Design song_sequencer, sky130hd; sources not shown.
io_placement.png
(4 px per um) Pins as bars across the die edge, other pins in grey.
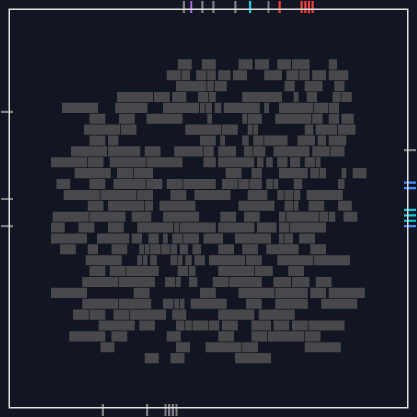
- `song_len`: red (pins 5; direction input; edge top)
- `play_note_num`: blue (pins 3; direction output; edge right)
- `song_idx`: cyan (pins 4; direction output; edge 3 right, 1 top)
- `play_note_val`: purple (pins 1; direction output; edge top)
Die W: 99.27 um
Die Ht: 99.27 um
PortBufs: 27

layer_met2.png
(4 px per um) Cells faint in the background.
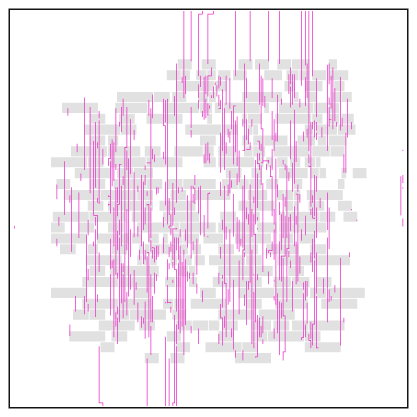
- share of all routed wire: 49%
- nets with wire on the layer: 260
- wire length on this layer: 3030 um
- longest straight run: 38.6 um
- main direction: vertical
Post-Route WL: 6119 um
met2 Resource Use GR: 0.2034
via count: 1878

placement.png
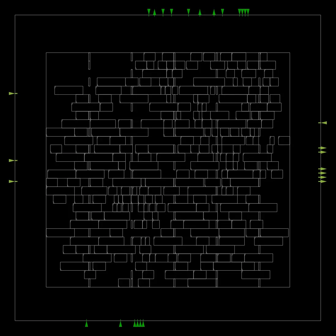
sequential cell area share: 0.3856
fill count: 510
n_taps: 75

==> job_summary.md <==
### Yosys + OpenROAD results

| Metric | Value |
|---|---|
| Final setup viols | 3 |
| Inverters | 4 |
| I/O pins | 28 |
| Mapped Cells | 214 |
| CP arrival | 1.97 ns |
| Post-route ant nets | 0 |
| Post-synth regs | 54 |
| # Cells Yosys | 214 |
| Chip area | 9855 sq um |
| Finished Layout Cells | 340 |
| Final setup margin | -0.2137 ns |
| Post-synthesis instance area | 2828 sq um |
| M1 GR Usage | 0.1667 |
| Std-Cell Rows | 28 |
| Final Hold Viols | 0 |
| WP buf/inv | 2 |
| Net Sw Frac | 0.2895 |
| Wl on met1 | 2901 um |
| Starting DRT DRC Count | 93 |
| Area leader, netlist | dfrtp_1 |
| Vias in the first global route | 1970 |
| Top power group | registers |
| Status | complete, but fails checks |
| R2r setup slk | 0.23 ns |
| Largest register FFs | 48 |
| Failing checks | setup timing |
| Worst path depth | 6 |
| Top cell category | logic gates |
| Total grt overflow | 0 |
| Fmax | 0.4143 GHz |
| Seq. pwr | 1.53 mW |
| MI comb cells | 149 |
| Setup TNS | -0.6173 ns |
| Top Layout Cells | dfrtp_1 (54), mux2_2 (48), clkdlybuf4s50_1 (21) |
| Root Buffer | clkbuf_8 |
| Hold Path Class | in2async |
| Syn-to-layout area delta | 23.94% |
| Tool Warnings | 27 |
| Synth async-reset ratio | 1.000 |
| CTS sink cnt | 54 |
Power figures rest on the tool's default switching activity, not on a simulated workload.
